Figure 1. Drive-strength map (run 1).
The bar under the picture is 20 um long.
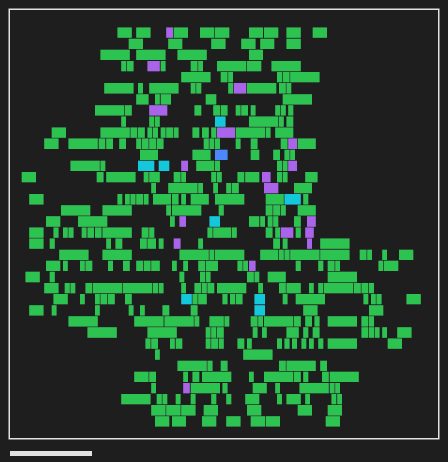
Figure 2. Signal metal coverage by tile (run 1).
21 x 21 tiles, from dark blue (low) to red (high), scaled to the fullest tile. Values are wire area over tile area, all layers added.
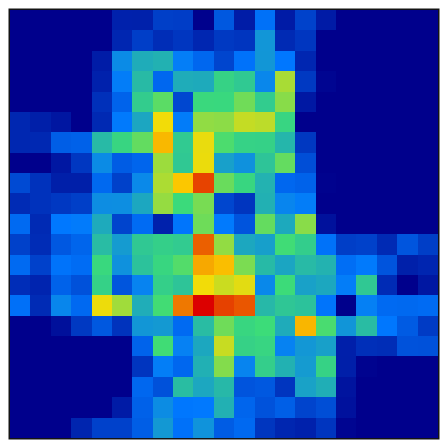
Figure 3. Routed clock nets over the placement (run 1).
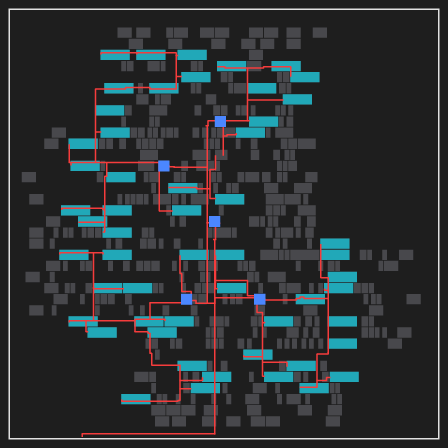
Figure 4. Placement view (run 1).
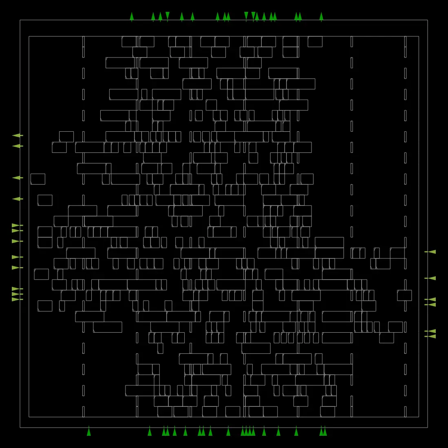
<file path="src/rtl/bcd_serial_subtractor.sv">
// bcd_serial_subtractor: digit-serial packed-BCD subtractor d = a - b - bin, LSD first, start/busy/done handshake.
// Optional input nibble checking and the err port are enabled by defining BCD_CHECK_EN.
module bcd_serial_subtractor #(
    parameter int DIGITS = 4
) (
    input  logic                clk,
    input  logic                rst,
    input  logic                start,
    input  logic [4*DIGITS-1:0] a,
    input  logic [4*DIGITS-1:0] b,
    input  logic                bin,
    output logic                busy,
    output logic                done,
    output logic [4*DIGITS-1:0] d,
    output logic                bout
`ifdef BCD_CHECK_EN
    ,
    output logic                err
`endif
);
    localparam int W  = 4 * DIGITS;
    localparam int IW = DIGITS > 1 ? $clog2(DIGITS) : 1;

    typedef enum logic [1:0] {IDLE, RUN, DONE} state_t;

    state_t          state, state_n;
    logic [IW-1:0]   idx;
    logic [W-1:0]    a_r, b_r;
    logic            borrow, accept, last;
    logic [3:0]      ai, bi, dn;
    logic signed [5:0] t;

    always_comb begin
        accept  = start && state != RUN;
        last    = idx == IW'(DIGITS - 1);
        ai      = a_r[{idx, 2'b00} +: 4];
        bi      = b_r[{idx, 2'b00} +: 4];
        // 6 bits keep raw (non-BCD) nibble differences from overflowing the sign
        t       = $signed({2'b00, ai}) - $signed({2'b00, bi}) - $signed({5'b0, borrow});
        dn      = t[3:0] + (t[5] ? 4'd10 : 4'd0);
        state_n = state;
        if (accept)
            state_n = RUN;
        else if (state == RUN && last)
            state_n = DONE;
        else if (state == DONE)
            state_n = IDLE;
        busy    = state == RUN;
        done    = state == DONE;
    end

`ifdef BCD_CHECK_EN
    logic bad;
    always_comb begin
        bad = 1'b0;
        for (int i = 0; i < DIGITS; i++)
            bad = bad | (a[4*i +: 4] > 4'd9) | (b[4*i +: 4] > 4'd9);
    end
`endif

    always_ff @(posedge clk) begin
        if (rst) begin
            state  <= IDLE;
            idx    <= '0;
            borrow <= 1'b0;
            a_r    <= '0;
            b_r    <= '0;
            d      <= '0;
            bout   <= 1'b0;
`ifdef BCD_CHECK_EN
            err    <= 1'b0;
`endif
        end else begin
            state <= state_n;
            if (accept) begin
                a_r    <= a;
                b_r    <= b;
                borrow <= bin;
                idx    <= '0;
`ifdef BCD_CHECK_EN
                err    <= bad;
`endif
            end else if (state == RUN) begin
                d[{idx, 2'b00} +: 4] <= dn;
                borrow               <= t[5];
                idx                  <= idx + 1'b1;
                if (last)
                    bout <= t[5];
`ifdef BCD_CHECK_EN
                // flagged operands still take the full latency, then report zero
                if (last && err) begin
                    d    <= '0;
                    bout <= 1'b0;
                end
`endif
            end
        end
    end
endmodule

</file>
<file path="config.mk">
export PLATFORM = sky130hd
export DESIGN_NAME = bcd_serial_subtractor
export DESIGN_NICKNAME = d
export VERILOG_FILES = /design/src/rtl/bcd_serial_subtractor.sv
export SDC_FILE = /design/constraint.sdc
export NUM_CORES = 1
export LEC_CHECK = 0
export ABC_AREA = 1
export CAP_MARGIN = 20
export CORE_MARGIN = 2
export CORE_UTILIZATION = 25
export CTS_BUF_LIST = sky130_fd_sc_hd__clkbuf_4
export CTS_CLUSTER_DIAMETER = 40
export DETAILED_ROUTE_END_ITERATION = 8
export GPL_TIMING_DRIVEN = 0
export PLACE_DENSITY = 0.5
export SLEW_MARGIN = 20
export SYNTH_ARGS = -nofsm -noshare
export SYNTH_HDL_FRONTEND = slang
export SYNTH_SLANG_ARGS = --single-unit
</file>
<file path="constraint.sdc">
create_clock -name clk -period 6.34 [get_ports clk]
set_clock_uncertainty 0.15 [all_clocks]
set_input_delay 1.902 -clock clk [delete_from_list [all_inputs] [get_ports clk]]
set_output_delay 1.902 -clock clk [all_outputs]
set_load 0.05 [all_outputs]
</file>
==> impl_metrics.csv, run 1 <==
group,metric,value,unit
setup_path,slowest_stage,"dfxtp_1",
synth,logic_family,"simple AND/OR/NAND/NOR gates",
run,warnings,30,
synth,syn_inst,344,
synth,postSynthAreaPerCell,7.391,um2
floorplan,die_area,0.01099,mm2
synth,yosys_area,0.002542,mm2
route,drt_wl_total,6.736,mm
synth,xor_area_share,0.3445,%
setup_path,crit_fanout,12,
status,status,"finished, final reports clean",
clock_tree,postCtsSetupBuffers,0,
setup_path,crit_cells,20,
setup_path,end_kind,"register",
timing,period_needed,4.012,ns
clock_tree,cts_buffers,5,
route,wl_per_cell,12.52,um
synth,synth_warnings,0,
synth,ys_seq_share,42.52,%
power,power,0.0007619,W
synth,numSynthFlops,54,
place,place_congestion,0.7886,
hold_path,hold_class,"register to register",
synth,synth.area.mux_share,0.3937,%
global_route,grt_max_degree,17,
timing,period_used_share,63.28,%
global_route,use_met1,17.10,%
power,power_density,231.1,mW/mm2
synth,ff_type,"dfxtp_1",
setup_path,criticalPathCategory,"register to register",
timing,final_hold_viol_count,0,
-- Figure 1 (at the start) --
| color | size | cells | most used |
|---|---|---|---|
| purple | x2 | 18 | buf_2 |
| cyan | x3 and x4 | 8 | clkbuf_4 |
| green | x1 and smaller | 378 | nor2_1 |
| blue | x6 and larger | 1 | inv_6 |
min setup slack post-route: 2.328 ns
Buffers excl. clock: 69
post-route cell area: 0.003297 mm2

-- Figure 2 (at the start) --
fullest tile: 0.44
emptiest ninth of the die: north-east
tiles over half the peak: 11%
nearly empty tiles: 31%
densest ninth of the die: center

-- Figure 3 (at the start) --
[red] clock wires | length: 668 um
[blue] clock-net drivers | count: 5
[cyan] flip-flops | count: 54
routed clock nets: 6

-- Figure 4 (at the start) --
Tapcell Cnt: 133
Core Area: 0.009819 mm2
num rows: 36
fill cell count: 1083

## run 1: power by group
group | leakage (nW) | switching [W] | internal, W
sequential | 0.443 | 0.0000125 | 0.000362
clock | 0.0337 | 0.000111 | 0.0000484
combinational | 0.854 | 0.000140 | 0.0000892
## run 1: path summary, 6_finish.rpt
| path | endpoint | startpoint | slack [ns] |
|---|---|---|---|
| hold reg to reg | d[9]$_SDFFE_PP0P_ | d[9]$_SDFFE_PP0P_ | 0.33 |
| setup / recovery | d[11]$_SDFFE_PP0P_ | idx[0]$_SDFFE_PP0P_ | 2.33 |
| setup reg to reg | d[11]$_SDFFE_PP0P_ | idx[0]$_SDFFE_PP0P_ | 2.33 |
| hold / removal | d[9]$_SDFFE_PP0P_ | d[9]$_SDFFE_PP0P_ | 0.33 |
## run 1: metrics by stage
stage | std cells | cell area (um2)
after floorplan | 344 | 2542
final | 538 | 3297
after global placement | 530 | 3239
after detailed placement | 530 | 3239
after CTS | 538 | 3297
after global routing | 538 | 3297
## run 1: placed cells by master (no fill, tap or decap), drive strengths merged, types with 13 or more instances in the layout
| cell | n |
|---|---|
| nor2 | 82 |
| clkdlybuf4s50 | 53 |
| o21ai | 43 |
| clkbuf | 16 |
| ha | 13 |
| nand3 | 17 |
| inv | 24 |
| a21oi | 20 |
| nand2 | 52 |
| dfxtp | 54 |
## run 1: area by class of cell
| cell class | count | area (um2) |
|---|---|---|
| timing repair buffer | 53 | 530.5 |
| multi-input combinational | 249 | 1300 |
| inverter | 25 | 93.84 |
| buffer | 16 | 67.56 |
| sequential | 54 | 1081 |
| clock inverter | 2 | 12.51 |
| tap | 133 | 166.4 |
| clock buffer | 6 | 45.04 |
| fill | 1083 | 6523 |
==> run 2, diff against run 1 <==
==> constraint.sdc (replaced) <==
create_clock -name clk -period 4 [get_ports clk]
set_clock_uncertainty 0.15 [all_clocks]
set_input_delay 1.2 -clock clk [delete_from_list [all_inputs] [get_ports clk]]
set_output_delay 1.2 -clock clk [all_outputs]
set_load 0.05 [all_outputs]
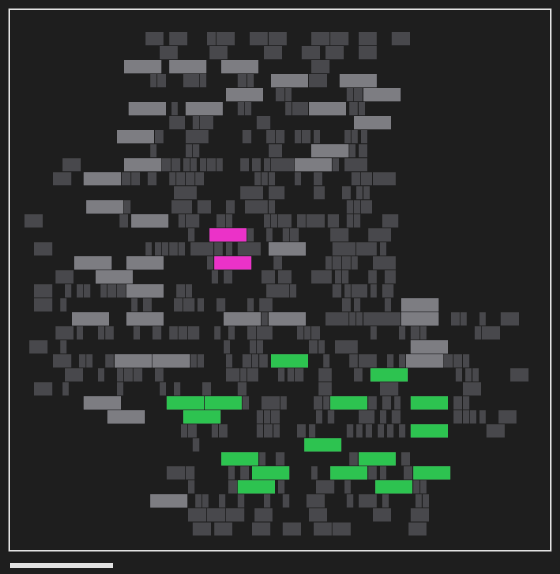
Figure 5: run 2, sequential cells colored by netlist name.
The bar under the picture is 20 um long. Other sequential cells in the stronger gray, the rest of the logic in the fainter gray.
| color | netlist name | placed flops |
|---|---|---|
| green | b_r | 16 |
| magenta | idx | 2 |
not colored: 36
sequential power: 0.000593 W
Sequential Area: 0.001081 mm2
utilization after layout: 33.83%

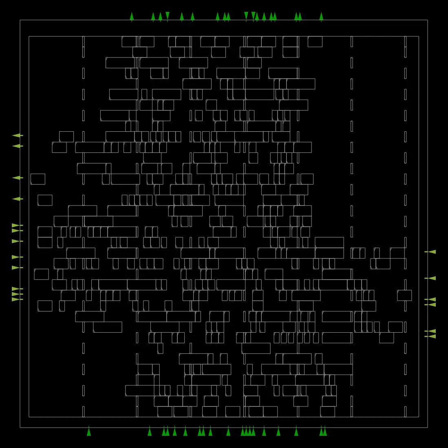
Figure 6: run 2, placement view.
sequential share of cell area: 32.54%
num sequential: 54

==> run 2 against run 1 <==
- die size did not move
- critical path depth fell by 2
- sequential cell count unchanged
- cell count up 0.37%
- fmax grew 9.7%
- clock power grew about 60%
- combinational power grew about 60%
- register-to-register slack worse by 2.0 ns
- critical path type unchanged
- global-route usage unchanged
- cell area up 0.76%
==> impl_metrics.csv, run 2 <==
group,metric,value,unit
status,status,"finished, final reports clean",
setup_path,reg2reg_to,"d[11]$_SDFFE_PP0P_",
place,placed_area,0.003239,mm2
synth,syn_inst,344,
place,dp_cells,530,
setup_path,end_kind,"register",
floorplan,rows,36,
power,intPower,0.0007944,W
synth,numSynthFlops,54,
clock_tree,cts_buffers,5,
place,place_congestion,0.7886,
timing,final_hold_viol_count,0,
final_layout,layout_top_cells,"nor2_1 (80), dfxtp_1 (54), clkdlybuf4s50_1 (53), nand2_1 (47), o21ai_0 (42)",
hold_path,holdPathEnd,"d[9]$_SDFFE_PP0P_",
setup_path,slowest_stage,"fa_1",
global_route,grt_max_degree,17,
synth,yosys_area,0.002542,mm2
setup_path,rrSetupSlack,0.34,ns
final_layout,final_area,0.003322,mm2
power,pwr-share-clk,20.9,%
hold_path,hold_start,"d[9]$_SDFFE_PP0P_",
final_layout,layout_top_cell,"nor2_1",
setup_path,crit_fanout,10,
power,p_sw_share,34.58,%
synth,ff_type,"dfxtp_1",
synth,postSynthAreaPerCell,7.391,um2
synth,synth.area.mux_share,0.3937,%
power,p_switching,0.0004198,W
synth,logic_family,"simple AND/OR/NAND/NOR gates",
run,warnings,30,
final_layout,final_cells,540,
floorplan,die_area,0.01099,mm2
[run 2: netlist changes by cell type in the layout (fill, tap and decap cells not counted), sizes merged]
cell / before / now
clkbuf: 16 / 15
clkinv: 3 / 2
buf: 6 / 9
clkinvlp: 0 / 1
[run 2: logic make-up (layout without fill, tap and decap cells)]
group           after synthesis  after routing
compound gates               77             77
flops                        54             54
mux                           1              1
simple gates                156            156
xor+xnor                      1              1
buf+inv                      41            104
fa+ha+maj                    14             14
[run 2: how the worst max path moves through the flow]
stage,endpoint,cells past startpoint
floorplan,d[11]$_SDFFE_PP0P_,20
detailed placement,d[11]$_SDFFE_PP0P_,20
global placement,d[14]$_SDFFE_PP0P_,17
finish,d[11]$_SDFFE_PP0P_,18
CTS,d[11]$_SDFFE_PP0P_,20
global route,d[11]$_SDFFE_PP0P_,19
[run 2: layout make-up]
cell class / instances / area, um2
plain buffers: 16 / 70.07
clock buffers: 6 / 45.04
clock inverters: 2 / 12.51
fillers: 1084 / 6497
inverters: 25 / 97.59
multi-input cells: 249 / 1304
flip-flops and latches: 54 / 1081
well taps: 133 / 166.4
repair buffers: 55 / 545.5
[run 2: layer usage]
metal | global-route usage [%] | vias up
li1 | - | 1257
met1 | 17.10 | 1084
met3 | 1.871 | 7
met4 | 4.000 | 0
met5 | 0 | -
met2 | 21.75 | 40
[run 2: timing repair]
action	CTS	global route
setup endpoints to repair	5	9
pin swaps	0	0
hold buffers	0	0
setup buffers	0	2
gates resized	1	5
[run 2: power by group through the flow]
stage	Combinational (W)	Sequential, W	Clock (W)
floorplan	0.000227	0.000620	0
global placement	0.000361	0.000604	0
detailed placement	0.000365	0.000605	0
CTS	0.000366	0.000593	0.000262
global route	0.000412	0.000598	0.000285
finish	0.000367	0.000593	0.000254
Power and IR drop assume default switching activity.
